==> config.mk <==
export PLATFORM = sky130hd
export DESIGN_NAME = nvm_spi_reader
export DESIGN_NICKNAME = d
export VERILOG_FILES = /design/src/rtl/nvm_spi_reader.sv
export SDC_FILE = /design/constraint.sdc
export NUM_CORES = 1
export LEC_CHECK = 0
export CORE_MARGIN = 2
export CORE_UTILIZATION = 51
export CTS_CLUSTER_DIAMETER = 150
export DETAILED_ROUTE_END_ITERATION = 16
export GPL_TIMING_DRIVEN = 0
export PLACE_DENSITY = 0.76
export SYNTH_ARGS = -nofsm -noshare
export SYNTH_HDL_FRONTEND = slang
export SYNTH_SLANG_ARGS = --single-unit
export TNS_END_PERCENT = 5
==> constraint.sdc <==
create_clock -name clk -period 2.95 [get_ports clk]
set_input_delay 0.59 -clock clk [delete_from_list [all_inputs] [get_ports clk]]
set_output_delay 0.59 -clock clk [all_outputs]
set_load 0.02 [all_outputs]
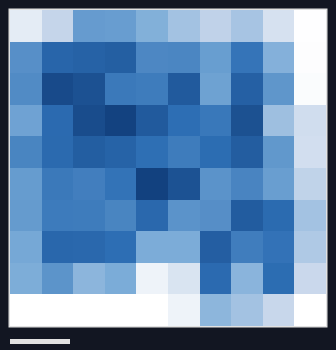
run_1/density.png
Bar = 20 um. The die is cut into 10 by 10 equal tiles; white is low, dark blue is high, 0 to 100% covered.
nearly empty tiles: 8.0%
tiles over 75% full: 29%
mean over tiles: 55%
densest ninth of the die: center
Final Core Density: 62.50%
fp util: 52.68%
Core ar.: 9819 um2

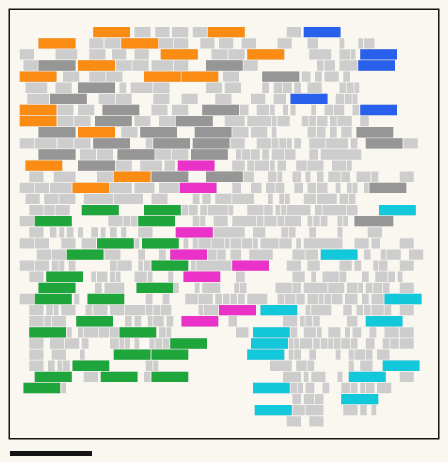
run_1/registers.png
Bar = 20 um. Other sequential cells in the stronger gray, the rest of the logic in the fainter gray.
legend:
  cyan:
    signal: `words_q`
    placed_flops: 13
    where: lower right
  green:
    signal: `tx_q`
    placed_flops: 24
  orange:
    signal: `data_out`
    placed_flops: 16
  blue:
    signal: `bit_q`
    placed_flops: 5
    where: upper right
  magenta:
    signal: `div_q`
    placed_flops: 8
not colored: 25
Storage cell area: 2278 um2
Seq. pwr: 1.27 mW
sequential cell area share: 37.13%

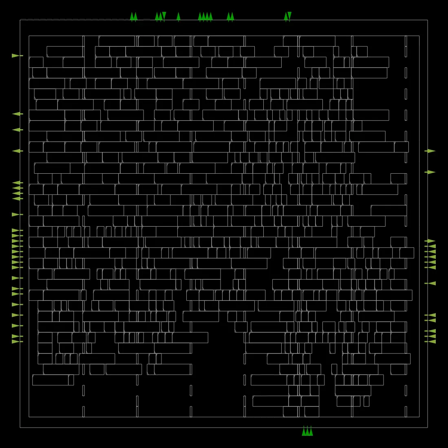
run_1/final_placement.png
num sequential: 91
Tapcells: 133
Filler cells: 816
Non-Filler Instances: 699

==> impl_metrics.env, run 1 <==
# implementation run metrics
export IMPL_finalNetCount=599
export IMPL_cpMaxStageDelayCell="o221ai_2"
export IMPL_status="complete, no violations"
export IMPL_area_growth_pct=18.65
export IMPL_io_buffer_count=55
export IMPL_fin_setup_tns_ns=0
export IMPL_path_delay_family="simple AND/OR/NAND/NOR gates"
export IMPL_numCtsBuffers=9
export IMPL_power_frac_comb_pct=5.7
export IMPL_sh_comb_area_pct=42.98
export IMPL_setup_viol=0
export IMPL_switchingPower_uw=596.9
export IMPL_drc=0
export IMPL_clockNetworkAreaShare_pct=3.323
export IMPL_grt_usage_pct=21.57
export IMPL_cp_max_fo=10
export IMPL_root_buffer="clkbuf_8"
export IMPL_ys_types=85
export IMPL_period_used_pct=88.89
export IMPL_holdPathStages=1
export IMPL_cp_required_ns=3.19
export IMPL_ctsHoldBuffers=0
export IMPL_synthesis_nets=531
export IMPL_cts_htree_levels=3
export IMPL_num_nonclk_buffers=87
export IMPL_inv_count=20
export IMPL_yosys_stat_cells=493
export IMPL_drt_pre_antenna_iters=4
export IMPL_gp_congestion=0.9208
export IMPL_final_area_um2=6137
export IMPL_path_clk_slew_ns=0.10
export IMPL_dp_cells=683
export IMPL_logic_area_um2=2638
export IMPL_max_slew_margin_pct=54.00
export IMPL_cp_num_cells=6
export IMPL_vias=4213
-- run 1: cells in the mapped netlist, types with 7 or more instances --
cell / n / share of area (%)
o21ai_0: 23 / 2.2
a21oi_1: 34 / 3.3
nor3_1: 8 / 0.77
nand4_1: 9 / 1.1
mux2_2: 40 / 8.7
nand2_1: 21 / 1.5
mux2_4: 10 / 2.9
nor2_1: 43 / 3.1
buf_2: 12 / 1.2
dfrtp_1: 90 / 44
inv_1: 20 / 1.5
nand3_1: 22 / 2.1
or3_1: 7 / 0.85
mux2i_1: 18 / 3.5
nor4_1: 7 / 0.85
-- run 1: logic make-up after synthesis --
| group | count (synthesis) | share of synthesized area, % |
|---|---|---|
| compound gates | 118 | 16.79 |
| buf+inv | 50 | 4.959 |
| fa+ha+maj | 4 | 0.9676 |
| simple gates | 156 | 16.98 |
| flops | 91 | 44.05 |
| xor+xnor | 6 | 1.161 |
| mux | 68 | 15.09 |
-- run 1: power by group through the flow --
stage | combinational, mW | clock, mW | sequential [mW]
3_5_place_dp | 0.131 | 0 | 1.29
5_1_grt | 0.145 | 0.938 | 1.27
3_3_place_gp | 0.121 | 0 | 1.29
4_1_cts | 0.132 | 0.888 | 1.27
6_report | 0.130 | 0.860 | 1.27
2_1_floorplan | 0.0578 | 0 | 1.29
-- run 1: worst reg2reg max path: stages, from the launching register on --
cell	delay [ns]
dfrtp_1	0.41
ha_1	0.22
nor4b_4	0.32
buf_6	0.20
nand2_2	0.15
o311ai_0	0.45
mux2_2	0.38
-- run 1: layer usage --
layer  global-route usage [%]  wire length, um  vias up
li1                         -                -     1958
met3                    3.868              636       19
met5                        0                0        -
met1                    29.57             5301     2092
met2                    34.69             5525      144
met4                    7.333              213        0
run_1/port_nets.png
Bar = 20 um.
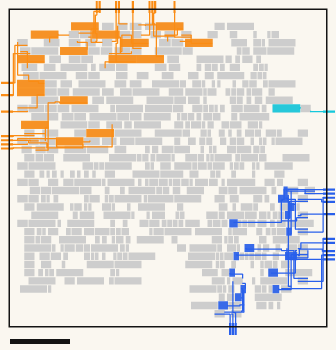

==> inputs of run 2 (changes only) <==
--- a/config.mk
+++ b/config.mk
@@ -11,6 +11,7 @@
 export DETAILED_ROUTE_END_ITERATION = 16
 export GPL_TIMING_DRIVEN = 0
 export PLACE_DENSITY = 0.76
+export SLEW_MARGIN = 20
 export SYNTH_ARGS = -nofsm -noshare
 export SYNTH_HDL_FRONTEND = slang
 export SYNTH_SLANG_ARGS = --single-unit
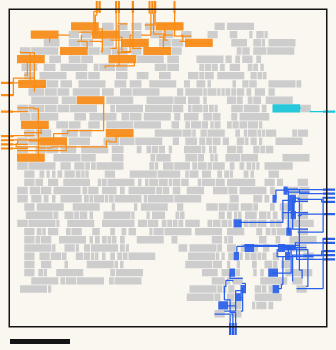
run_2/port_nets.png
Bar = 20 um.
legend:
  orange:
    port: `data_out`
    direction: output
    end_cells: 16
    buffers: 16
    wire: 465 um
  cyan:
    port: `done`
    direction: output
    end_cells: 1
    buffers: 1
    wire: 5.80 um
  blue:
    port: `word_count`
    direction: input
    end_cells: 17
    buffers: 13
    wire: 446 um
Top Ports: 56
number of port buffers: 55

==> run 2 against run 1 <==
Against the previous run:
- utilization rose by 0.17 points
- die size is the same
- flip-flop count stayed put
- non-clock buffer count did not move
- sequential share of layout area is 0.098 points lower
- first-iteration DRC count unchanged
- largest power group unchanged
- synthesized cell count is the same
- critical path depth stayed put
- area after synthesis unchanged
- routed wire length fell by 0.82%
- combinational power about the same
==> impl_metrics.env, run 2 <==
# implementation run metrics
export IMPL_cp_max_fo=10
export IMPL_drc=0
export IMPL_post_drt_wl_per_cell_um=16.57
export IMPL_path_delay_family="simple AND/OR/NAND/NOR gates"
export IMPL_finalNetCount=599
export IMPL_fp_util_pct=52.68
export IMPL_most_common_cell="dfrtp_1"
export IMPL_holdPathStages=2
export IMPL_vias=4169
export IMPL_use_met1_pct=29.85
export IMPL_lay_top_count="dfrtp_1"
export IMPL_cpMaxStageDelayCell="o221ai_2"
export IMPL_ys_types=85
export IMPL_top_cells_by_count="dfrtp_1 (90), nor2_1 (43), mux2_2 (40)"
export IMPL_nFillCells=824
export IMPL_ys_top_cells_by_area="dfrtp_1 (44%), mux2_2 (8.7%), mux2i_1 (3.5%)"
export IMPL_numCtsBuffers=9
export IMPL_status="complete, no violations"
export IMPL_yosys_area_top_type="dfrtp_1"
export IMPL_gp_congestion=0.9208
export IMPL_drt_pre_antenna_iters=5
export IMPL_cts_htree_levels=3
export IMPL_cp_num_cells=6
export IMPL_worst_pin_slew_ns=0.7450
export IMPL_gr_usage_met3_pct=4.429
export IMPL_ctsHoldBuffers=0
export IMPL_area_growth_pct=18.96
export IMPL_max_slew_margin_pct=50.23
export IMPL_postSynthCellCount=493
export IMPL_path_clk_slew_ns=0.11
export IMPL_groute_layer_met2_usage_pct=34.73
export IMPL_synthesis_nets=531
export IMPL_postLayoutCoreUtil_pct=62.67
export IMPL_grt_usage_pct=21.76
export IMPL_root_buffer="clkbuf_8"
export IMPL_final_area_um2=6153
export IMPL_core_area_um2=9819
export IMPL_drive_gt1_share_pct=21.38
export IMPL_max_freq_ghz=0.3907
export IMPL_critPathBufInv=1
## run 2: cell count changes in the layout (fill, tap and decap cells not counted), sizes merged
cell,previous run,this run
bufinv,0,1
inv,22,21
## run 2: area by class of cell
| class | instances | area (um2) | share of cell area [%] |
|---|---|---|---|
| sequential | 91 | 2278 | 37.03 |
| buffer | 30 | 181.4 | 2.948 |
| clock inverter | 7 | 96.34 | 1.566 |
| multi-input combinational | 352 | 2638 | 42.86 |
| clock buffer | 9 | 123.9 | 2.013 |
| tap | 133 | 166.4 | 2.704 |
| inverter | 20 | 78.83 | 1.281 |
| timing repair buffer | 57 | 590.6 | 9.597 |
## run 2: report_power, final
part / total, mW / switching (mW) / internal (mW)
logic: 0.130 / 0.0642 / 0.0658
clock network: 0.918 / 0.505 / 0.414
registers: 1.27 / 0.00989 / 1.26
## run 2: per-layer routing
metal	routed length [um]	vias up
met5	0	-
li1	-	1959
met1	5240	2031
met3	603	24
met4	203	0
met2	5533	155
## run 2: metrics by stage
step | std cells | setup WS, ns | setup TNS (ns) | hold slack (ns)
after floorplan | 493 | 0.9178 | 0 | 0.4688
after detailed placement | 683 | 0.003796 | 0 | 0.4907
after CTS | 699 | 0.4161 | 0 | 0.5194
after global routing | 699 | 0.2295 | 0 | 0.5311
final | 699 | 0.3904 | 0 | 0.5087
after global placement | 681 | -0.006185 | -0.006185 | 0.4820
## run 2: logic make-up after synthesis
| group | share of synthesized area [%] |
|---|---|
| muxes | 15.09 |
| and+or+nand+nor | 16.98 |
| DFF | 44.05 |
| AOI/OAI and AO/OA | 16.79 |
| buffers and inverters | 4.959 |
| xor gates and xnor gates | 1.161 |
| adders and majority gates | 0.9676 |
No activity file was given, so power comes from the tool's default toggle rates.
